`src/rtl/fir_decim_sequencer.sv`:
```
// fir_decim_sequencer
//   Initiator-side address/control sequencer for the polyphase decimator's
//   memory controller. Accepts samples over valid/ready, writes each into the
//   circular sample delay line, and after every D-th sample runs one MAC pass
//   of MAC_SIZE sample/coefficient reads. Emits the accumulate/clear/last
//   strobes one cycle behind the reads to match the RAM read latency.
//
// Ports
//   clk, rst          clock, async active-high reset
//   s_valid/s_ready   input sample handshake
//   c_we              external coefficient write in progress
//   sample_we/en/addr sample RAM control
//   coeff_en/addr     coefficient RAM read control
//   mac_clr/acc/last  MAC datapath strobes
//   busy              WRITE, COMPUTE or DRAIN active
//   coeff_collision   sticky: c_we seen during COMPUTE
//   phase             samples accepted since the last pass
module fir_decim_sequencer #(
  parameter  int MAC_SIZE = 255,
  parameter  int D        = 100,
  localparam int AW       = (MAC_SIZE > 1) ? $clog2(MAC_SIZE) : 1,
  localparam int PW       = (D > 1) ? $clog2(D) : 1
) (
  input  logic          clk,
  input  logic          rst,
  input  logic          s_valid,
  output logic          s_ready,
  input  logic          c_we,
  output logic          sample_we,
  output logic          sample_en,
  output logic [AW-1:0] sample_addr,
  output logic          coeff_en,
  output logic [AW-1:0] coeff_addr,
  output logic          mac_clr,
  output logic          mac_acc,
  output logic          mac_last,
  output logic          busy,
  output logic          coeff_collision,
  output logic [PW-1:0] phase
);

  typedef enum logic [1:0] {IDLE, WRITE, COMPUTE, DRAIN} state_e;

  localparam logic [AW-1:0] ADDR_LAST  = AW'(MAC_SIZE - 1);
  localparam logic [PW-1:0] PHASE_LAST = PW'(D - 1);

  state_e        state_q;
  logic [AW-1:0] ptr_q;      // newest sample slot
  logic [AW-1:0] k_q;        // tap index; doubles as the coeff read address
  logic [AW-1:0] saddr_q;
  logic [PW-1:0] phase_q;
  logic          s_ready_q, we_q, sen_q, cen_q;
  logic          clr_q, acc_q, last_q, busy_q, coll_q;

  function automatic logic [AW-1:0] wrap_inc(input logic [AW-1:0] a);
    return (a == ADDR_LAST) ? '0 : a + AW'(1);
  endfunction

  always_ff @(posedge clk or posedge rst) begin
    if (rst) begin
      state_q   <= IDLE;
      ptr_q     <= '0;
      k_q       <= '0;
      saddr_q   <= '0;
      phase_q   <= '0;
      s_ready_q <= 1'b0;
      we_q      <= 1'b0;
      sen_q     <= 1'b0;
      cen_q     <= 1'b0;
      clr_q     <= 1'b0;
      acc_q     <= 1'b0;
      last_q    <= 1'b0;
      busy_q    <= 1'b0;
      coll_q    <= 1'b0;
    end else begin
      // single-cycle strobes default low; addresses hold
      s_ready_q <= 1'b0;
      we_q      <= 1'b0;
      sen_q     <= 1'b0;
      cen_q     <= 1'b0;
      clr_q     <= 1'b0;
      acc_q     <= 1'b0;
      last_q    <= 1'b0;
      case (state_q)
        IDLE: begin
          if (s_valid && s_ready_q) begin
            state_q <= WRITE;
            we_q    <= 1'b1;
            sen_q   <= 1'b1;
            saddr_q <= ptr_q;
            busy_q  <= 1'b1;
          end else begin
            s_ready_q <= !c_we;
          end
        end
        WRITE: begin
          if (phase_q == PHASE_LAST) begin
            // pass starts reading at the slot just written (k=0)
            state_q <= COMPUTE;
            phase_q <= '0;
            k_q     <= '0;
            saddr_q <= ptr_q;
            sen_q   <= 1'b1;
            cen_q   <= 1'b1;
          end else begin
            state_q   <= IDLE;
            phase_q   <= phase_q + PW'(1);
            ptr_q     <= wrap_inc(ptr_q);
            busy_q    <= 1'b0;
            s_ready_q <= !c_we;
          end
        end
        COMPUTE: begin
          if (c_we) coll_q <= 1'b1;
          // strobes describe the read issued this cycle, visible next cycle
          acc_q <= 1'b1;
          clr_q <= (k_q == '0);
          if (k_q == ADDR_LAST) begin
            state_q <= DRAIN;
            last_q  <= 1'b1;
          end else begin
            k_q     <= k_q + AW'(1);
            saddr_q <= (saddr_q == '0) ? ADDR_LAST : saddr_q - AW'(1);
            sen_q   <= 1'b1;
            cen_q   <= 1'b1;
          end
        end
        DRAIN: begin
          state_q   <= IDLE;
          ptr_q     <= wrap_inc(ptr_q);
          busy_q    <= 1'b0;
          s_ready_q <= !c_we;
        end
        default: state_q <= IDLE;
      endcase
    end
  end

  assign s_ready         = s_ready_q;
  assign sample_we       = we_q;
  assign sample_en       = sen_q;
  assign sample_addr     = saddr_q;
  assign coeff_en        = cen_q;
  assign coeff_addr      = k_q;
  assign mac_clr         = clr_q;
  assign mac_acc         = acc_q;
  assign mac_last        = last_q;
  assign busy            = busy_q;
  assign coeff_collision = coll_q;
  assign phase           = phase_q;

endmodule

```
`config.mk`:
```
export PLATFORM = sky130hd
export DESIGN_NAME = fir_decim_sequencer
export DESIGN_NICKNAME = d
export VERILOG_FILES = /design/src/rtl/fir_decim_sequencer.sv
export SDC_FILE = /design/constraint.sdc
export NUM_CORES = 1
export LEC_CHECK = 0
export ABC_AREA = 0
export CAP_MARGIN = 30
export CORE_ASPECT_RATIO = 0.9
export CORE_MARGIN = 4
export CORE_UTILIZATION = 49
export CTS_CLUSTER_SIZE = 10
export DETAILED_ROUTE_END_ITERATION = 12
export PLACE_DENSITY = 0.74
export SLEW_MARGIN = 20
export SYNTH_ARGS = -nofsm -noshare
export SYNTH_HDL_FRONTEND = slang
export SYNTH_SLANG_ARGS = --single-unit
```
`constraint.sdc`:
```
create_clock -name clk -period 2 [get_ports clk]
set_input_delay 0.3 -clock clk [delete_from_list [all_inputs] [get_ports clk]]
set_output_delay 0.3 -clock clk [all_outputs]
set_load 0.03 [all_outputs]
```
==> run notes, run 1 <==
impl run done, here's what came out: status=complete, no violations, Commonest Layout Cell=dfrtp_1, I/O pins=36, logic gate share of total power=0.508, most crowded layer after global routing=met2, Late-Pin Clk Latency=0.30 ns, R2R depth=6, Combinational Power=2.08 mW, top power group=combinational cells, WP data arrival=1.58 ns, critical path's slowest cell=clkdlybuf4s50_1, total gr overflow=0, GR Util met2=0.295, cells after synthesis=250, Crit path largest cell delay=0.67 ns, logic share of the area=0.407, sw frac=0.419, Logic Gate Count=179, Hold WC Path Type=primary input to asynchronous set/reset pin, # Post-CTS Setup Buffers=0
**Run 1: routed clock nets over the placement**

The bar under the picture is 20 um long.
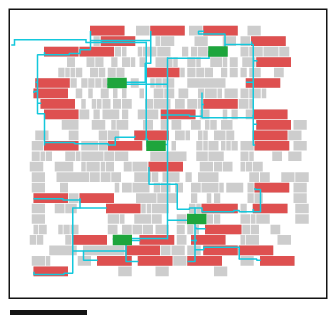
Key: green = clock-net drivers [count 5]; red = flip-flops [count 42]; cyan = clock wires [length 533 um]
There are 6 routed clock nets.

**Run 1: cell placement**

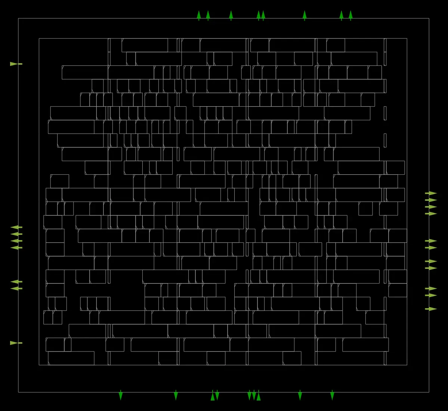
flop share of the area: 0.335
fillers: 404
core area: 0.00480 sq mm
Tapcells: 65

**Run 1: routed metal, one colour a layer**

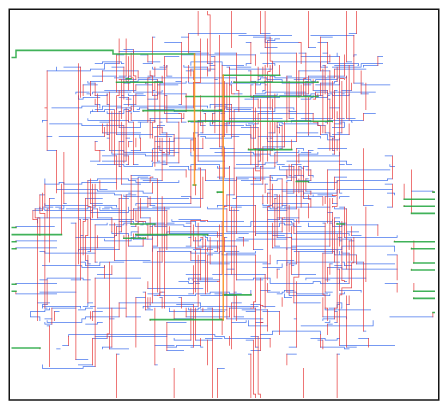
Key: blue = M1 [wire length 2710 um]; red = M2 [wire length 2470 um]; orange = M4 [wire length 72.1 um]; green = M3 [wire length 260 um]

==> run 2, diff against run 1 <==
- CELL_PAD_IN_SITES_DETAIL_PLACEMENT: default -> 0
- CELL_PAD_IN_SITES_GLOBAL_PLACEMENT: default -> 1
- CORE_UTILIZATION: 49 -> 30
- PLACE_DENSITY: 0.74 -> 0.58
- clock period: 2 -> 2.3 ns (I/O delays scaled with it)
**Run 2: the metal 3 layer**

The bar under the picture is 20 um long.
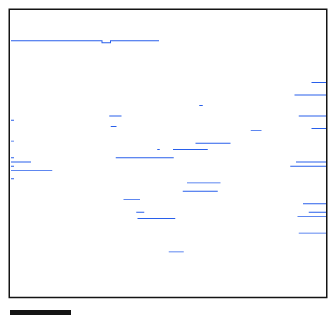
The layer holds 4.0% of the routed length. The longest straight run is 29.4 um.

**Run 2: cell placement**

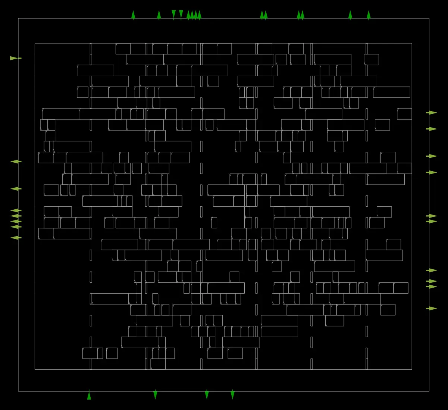
Tapcells: 96
Final Core Density: 0.397

==> run notes, run 2 <==
impl run done, here's what came out: Mapped Area=0.00242 sq mm, cells after synthesis=250, flop share of the area=0.344, sequential area share after synthesis=0.433, critical path's slowest cell=or4_1, DR WL met3=244 um, status=complete, no violations, GR Util met2=0.196, Pre-Place Util=0.315, CP Capture Type=register, startpoint class of the critical path=register, # Post-CTS Setup Buffers=0, Hold WC Path Type=register to register, Commonest Layout Cell=dfrtp_1, sw frac=0.441, Post-Route M1 WL=3.19 mm, via count=2006, top power group=combinational cells, Most common reg cell=dfrtp_1, EDFF count, synth=0, # Cells Yosys=250, Logic Gate Count=179, Late-Pin Clk Latency=0.29 ns, R2R depth=6, logic share of the area=0.412, fillers=764, Clk pin slew, worst setup/hold paths=0.09 ns, total die size=0.00959 sq mm, logic gate share of total power=0.480, largest net degree at the start of global routing=43, Die W=103 um, WP data arrival=2.25 ns, I/O pins=36, yosys xor share=0.00722, placed instance area=0.00296 sq mm, final worst slack=0.273 ns, pwr dens=1110 mW/mm^2, Hold EP=coeff_collision, Seq group=1.25 mW, total gr overflow=0, max cap viols=0, core area=0.00769 sq mm, Post-Place Cells=384, most crowded layer after global routing=met1, Worst Clk Skew=0.00467 ns, met1 Resource Use GR=0.208, post_cts resized=0, biggest area cells=dfrtp_1, ha_1, o21ai_0, nand2_1, inv_1, Crit path largest cell delay=0.55 ns, Combinational Power=1.63 mW
**Run 2: layout detail**

Region (31, 8) to (71, 48) um. Cells in grey, sequential cells in the stronger grey; small squares are vias.
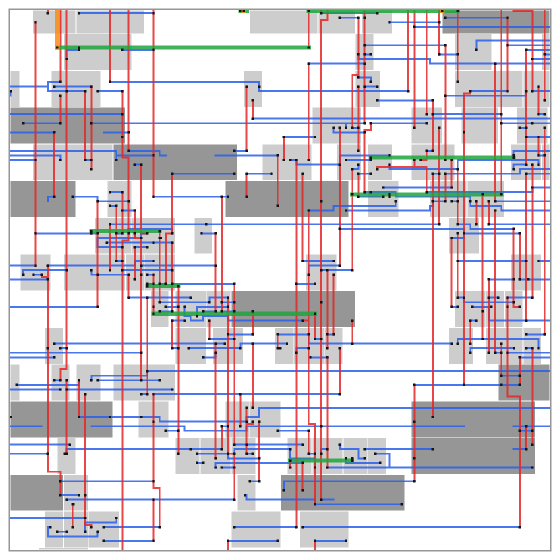
Key: red = M2; blue = M1; orange = M4; green = M3
Netlist names of flops here include `ptr_q` (6), `sample_addr` (3). Sequential cells in the window: 10. Most frequent: dfrtp_1 (10), inv_1 (7), nand2_1 (6). 83 logic cells have their middle in the window.

Power figures rest on the tool's default switching activity, not on a simulated workload.
